==> run_1/port_nets.png <==
Bar = 20 µm.
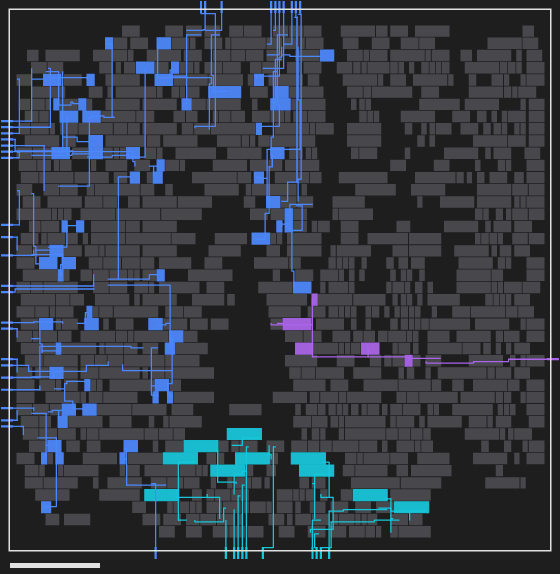
==> run_1/drive_strength.png <==
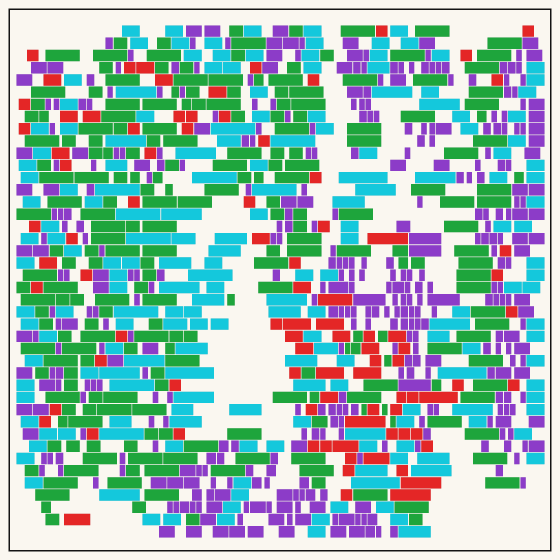
==> run_1/cell_classes.png <==
Fill, decap, tap and diode cells in grey.
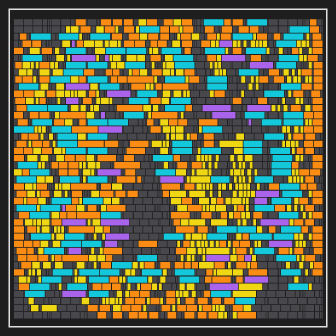
==> config.mk <==
export PLATFORM = sky130hd
export DESIGN_NAME = mem_port_arbiter
export DESIGN_NICKNAME = d
export VERILOG_FILES = /design/src/rtl/mem_arb_pkg.sv /design/src/rtl/mem_arb_pick.sv /design/src/rtl/mem_port_arbiter.sv
export SDC_FILE = /design/constraint.sdc
export NUM_CORES = 1
export LEC_CHECK = 0
export ABC_AREA = 1
export CAP_MARGIN = 20
export CORE_UTILIZATION = 33
export CTS_CLUSTER_DIAMETER = 50
export DETAILED_ROUTE_END_ITERATION = 8
export HOLD_SLACK_MARGIN = 0.06
export PLACE_DENSITY_LB_ADDON = 0.2
export SETUP_SLACK_MARGIN = 0.5
export SLEW_MARGIN = 20
export SYNTH_ARGS = -nofsm -noshare
export SYNTH_HDL_FRONTEND = slang
export SYNTH_SLANG_ARGS = --single-unit
==> constraint.sdc <==
create_clock -name clock -period 1.4 [get_ports clock]
set_input_delay 0.42 -clock clock [delete_from_list [all_inputs] [get_ports clock]]
set_output_delay 0.42 -clock clock [all_outputs]
set_load 0.03 [all_outputs]
==> highlights.md, run 1 <==
### Clocking
- 0.05 ns — clock-pin slew of the registers on the worst-case setup and hold paths
- 120 — CTS Sinks
- clkbuf_16 — cell at the root of the clock tree
- 4 — number of H-tree levels
- yes — TritonCTS clock tree
- 0.42 ns — clock latency reported for the late side of the worst-skew pair

### Timing
- 121 — setup-violating endpoint count in the final report
- 0.398 ns — Hold Worst Slack
- -0.243 ns — PnR worst setup slack
- true — unrepaired setup endpoints after global routing

### Global routing
- 22.0% — global routing usage summed across all routing layers

### Outcome
- setup timing — failing checks
- complete, but fails checks — result of the run

### Run
- 0 — max capacitance violation total
- 32 — count of warning messages emitted by the tools

### Drt
- 16.2 mm — total wire length
- 214 — drt initial violations
- 0 — antenna-violating nets left

### Finish
- 1072 — filler-free cell count of the finished design

### Yosys
- 120 — number of storage elements in the synthesis netlist
- 0.00462 mm² — chip area estimate from yosys synthesis
- 0.00462 mm² — summed instance area of the synthesized netlist
- 599 — cell count in the Yosys report

### Placed design
- 0.765 — Final GP Congestion

### Worst setup path
- register to output pin — critical path type
- output pin — Worst setup EP type
- 0.98 ns — data required time at the worst endpoint

About port_nets.png:
| port | colour | bits | direction | edge | end cells | buffers | wire |
|---|---|---|---|---|---|---|---|
| `mem_Rdata` | blue | 32 | input | 21 west, 10 north, 1 south | 64 | 32 | 1170 µm |
| `mem_hit` | purple | 1 | input | east | 5 | 2 | 84.3 µm |
| `mem_addr` | cyan | 10 | output | south | 10 | 10 | 286 µm |
# port buffers: 201
number of ports placed on the die boundary: 202

About drive_strength.png:
| size | colour | cells |
|---|---|---|
| drive 3 to 4 | red | 89 |
| drive 6 and up | cyan | 183 |
| drive 2 | green | 227 |
| drive 1 or less | purple | 396 |
area growth from synthesis to layout: 104%
total non-filler cell area in the finished layout: 0.00942 mm²
non-clock buffer instance count of the final layout: 301

About cell_classes.png:
| class | colour | cells | share of their area |
|---|---|---|---|
| flip-flops | cyan | 120 | 28% |
| all other logic | yellow | 442 | 28% |
| other buffers and delay cells | orange | 301 | 37% |
| clock drivers and dummy loads | purple | 32 | 7.0% |
flop share of the area: 27.1%
final core occ: 70.0%
core area: 0.0135 mm²
number of core rows: 42

-- run 1: power by group --
group          internal, W  leakage (nW)  switching (W)
sequential         0.00444          1.03       0.000645
clock              0.00321         0.313        0.00151
combinational      0.00481          2.56        0.00491
-- run 1: worst max-delay path, cell delays in order, from the launching register on --
cell	delay, ns
dfxtp_2	0.32
inv_2	0.08
ha_4	0.15
clkinvlp_4	0.10
buf_6	0.15
-- run 1: layout make-up --
class	count	share of cell area [%]
repair buffers	301	36.0
clock buffers	25	5.37
clock inverters	7	1.46
flip-flops and latches	120	27.1
multi-input cells	386	25.3
diodes	1	0.0266
inverters	56	2.47
well taps	176	2.34
-- run 1: cells by family after synthesis --
family	synth area share, %
fa+ha+maj	1.35
flops	52.0
compound gates	18.1
buf+inv	8.51
xor+xnor	0.190
simple gates	19.8
-- run 1: cells in the final DEF (no fill, tap or decap), types with 5 or more instances in the layout --
| cell type | synthesis | layout |
|---|---|---|
| clkdlybuf4s50_1 | 0 | 88 |
| dfxtp_2 | 0 | 114 |
| clkbuf_8 | 0 | 5 |
| buf_6 | 1 | 125 |
| nor2_1 | 80 | 57 |
| buf_12 | 0 | 14 |
| a21oi_1 | 76 | 42 |
| clkbuf_16 | 0 | 18 |
| nand2_2 | 3 | 6 |
| a31oi_1 | 10 | 10 |
| inv_1 | 52 | 47 |
| buf_4 | 1 | 57 |
| a21oi_2 | 1 | 33 |
| nor2_4 | 3 | 14 |
| o21ai_2 | 0 | 52 |
| nand2_1 | 115 | 110 |
| buf_16 | 0 | 11 |
| o21ai_1 | 7 | 22 |
| dfxtp_1 | 120 | 5 |
| nor2_2 | 0 | 12 |
-- run 1: metrics by stage --
stage	instance area (µm²)	util [%]
final	9420	70.0
after global routing	9420	70.0
after CTS	9070	67.4
after detailed placement	6760	50.2
after global placement	6760	50.2
after floorplan	4780	-
-- run 1: per-layer routing --
| layer | GRT usage, % | vias up |
|---|---|---|
| met2 | 37.6 | 174 |
| met5 | 0 | - |
| met3 | 6.75 | 29 |
| li1 | - | 2501 |
| met1 | 25.5 | 2359 |
| met4 | 8.95 | 0 |
-- run 1: timing repair --
action / in CTS / in global routing
buffers inserted: 45 / 18
endpoints found under the setup margin: 232 / 232
pin swaps: 67 / 31
cloned: 12 / 1
resized: 371 / 51
==> run_1/metal_stack.png <==
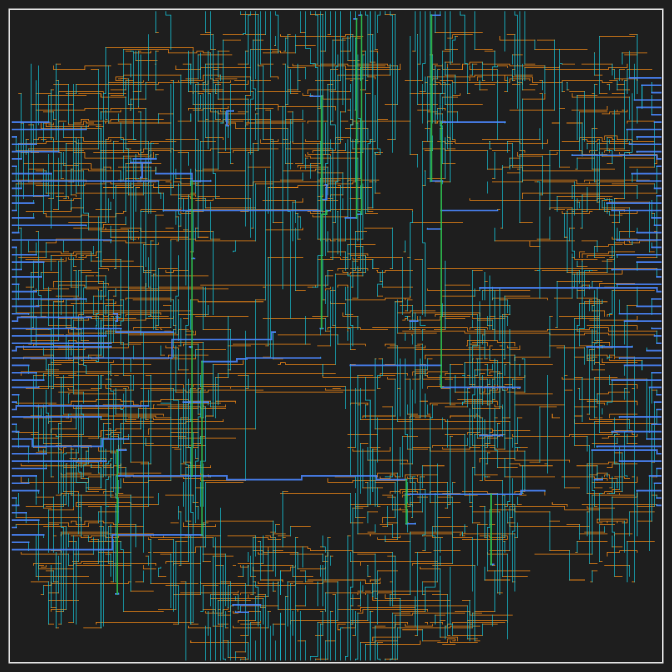

## Run 2: what changed since run 1
Settings changed: DONT_BUFFER_PORTS set to 1.
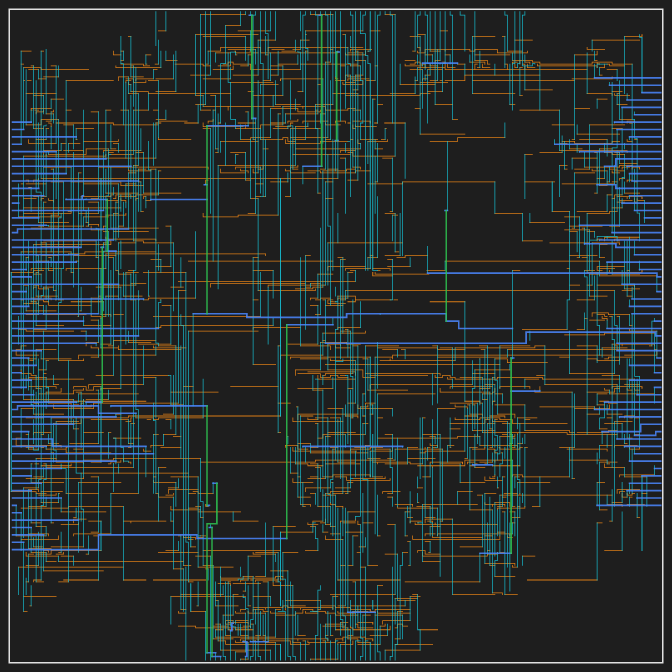
(run_2/metal_stack.png)
| layer | colour | wire length |
|---|---|---|
| met4 | green | 307 µm |
| met1 | orange | 5380 µm |
| met2 | cyan | 7060 µm |
| met3 | blue | 1350 µm |
total wire length: 14.1 mm
mean routed wirelength per cell: 17.0 µm
overall via count from detail_route: 4207
global routing usage summed across all routing layers: 20.0%

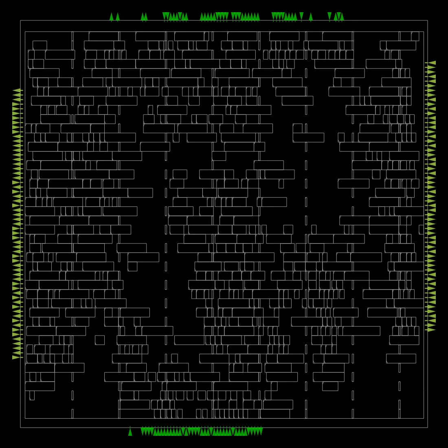
(run_2/final_placement.png)
filler-free cell count of the finished design: 828
number of filler cells placed in the layout: 1193
number of sequential cells in the layout: 120
final core occ: 53.8%

==> run 2 against run 1 <==
  * The run still ends with setup timing left
  * Clock-buffer cell count is 8 lower
  * Register-to-register slack is essentially flat
  * Critical endpoint unchanged
  * Critical path type unchanged
  * Largest cell class is now registers
  * Highest routed layer unchanged
  * Sequential power rose by 33%
  * Clock skew decreased by 0.00092 ns
  * Non-clock buffer count shrank 246
  * Die size is the same
  * Core utilization fell by 16 points
  * Synthesized area did not move
  * Global-route usage down 2.0 points
==> highlights.md, run 2 <==
### Worst setup path
- register to output pin — critical path type
- 0.98 ns — data required time at the worst endpoint

### Run
- 0 — max capacitance violation total

### Timing
- 119 — setup-violating endpoint count in the final report
- -0.227 ns — PnR worst setup slack
- 0.120 ns — Hold Worst Slack

### Drt
- 0 — antenna-violating nets left
- 115 — drt initial violations

### Finish
- 56.7% — area growth from synthesis to layout

### Power and ir drop
- 32.8% — combinational power share
- 0.00667 W — total net switching power
- 25.8% — fraction of power consumed by the clock network

### Floorplan
- 0.0135 mm² — core area
- 202 — number of ports placed on the die boundary

### Outcome
- setup timing — failing checks
- complete, but fails checks — result of the run

### Clocking
- 0.06 ns — clock-pin slew of the registers on the worst-case setup and hold paths
- 4 — number of H-tree levels
- clkbuf_16 — cell at the root of the clock tree

### Placed design
- 0.00489 mm² — placed cell area
- 0.756 — Final GP Congestion
- 0 — # port buffers

run 2: final cells by class:
class / count / share of cell area, %
well taps: 176 / 3.04
flip-flops and latches: 120 / 39.0
clock inverters: 15 / 2.11
multi-input cells: 386 / 34.9
repair buffers: 55 / 10.7
repair inverters: 3 / 0.830
inverters: 56 / 3.46
clock buffers: 17 / 5.88
run 2: metrics by stage:
step	util [%]	worst slack, ns
2_1_floorplan	-	0.00388
3_3_place_gp	36.4	-0.0344
3_5_place_dp	36.4	-0.108
4_1_cts	51.5	-0.232
5_1_grt	53.8	-0.270
6_report	53.8	-0.227
run 2: power by group through the flow:
stage / Sequential, W / Combinational [W] / Clock [W]
detailed placement: 0.00643 / 0.00297 / 0
CTS: 0.00676 / 0.00496 / 0.00434
finish: 0.00678 / 0.00538 / 0.00423
global placement: 0.00644 / 0.00286 / 0
floorplan: 0.00624 / 0.00255 / 0
global route: 0.00689 / 0.00584 / 0.00453
run 2: critical path, stage by stage, from the launching register on:
cell,delay [ns]
dfxtp_2,0.33
inv_2,0.08
ha_4,0.15
clkinvlp_4,0.09
buf_6,0.14
run 2: logic make-up after synthesis:
kind of cell | count (synthesis) | share of synthesized area [%]
flip-flops | 120 | 52.0
adder cells (fa/ha/maj) | 5 | 1.35
buffers and inverters | 93 | 8.51
AND/OR/NAND/NOR | 216 | 19.8
AND-OR/OR-AND | 164 | 18.1
XOR/XNOR | 1 | 0.190
run 2: routing by layer:
layer  global-route usage, %  up-vias  part of all wire, %
met4                    8.80        0                  2.2
li1                        -     2032                    -
met3                    8.25       27                  9.5
met5                       0        -                    0
met1                    21.4     1982                   38
met2                    34.3      166                   50
run 2: repair_timing:
item	CTS	global route
setup buffers	22	6
cloned	12	2
hold buffers	0	0
gates resized	395	55
setup endpoints to repair	232	232
pin swaps	44	19
No activity file was given, so power comes from the tool's default toggle rates.
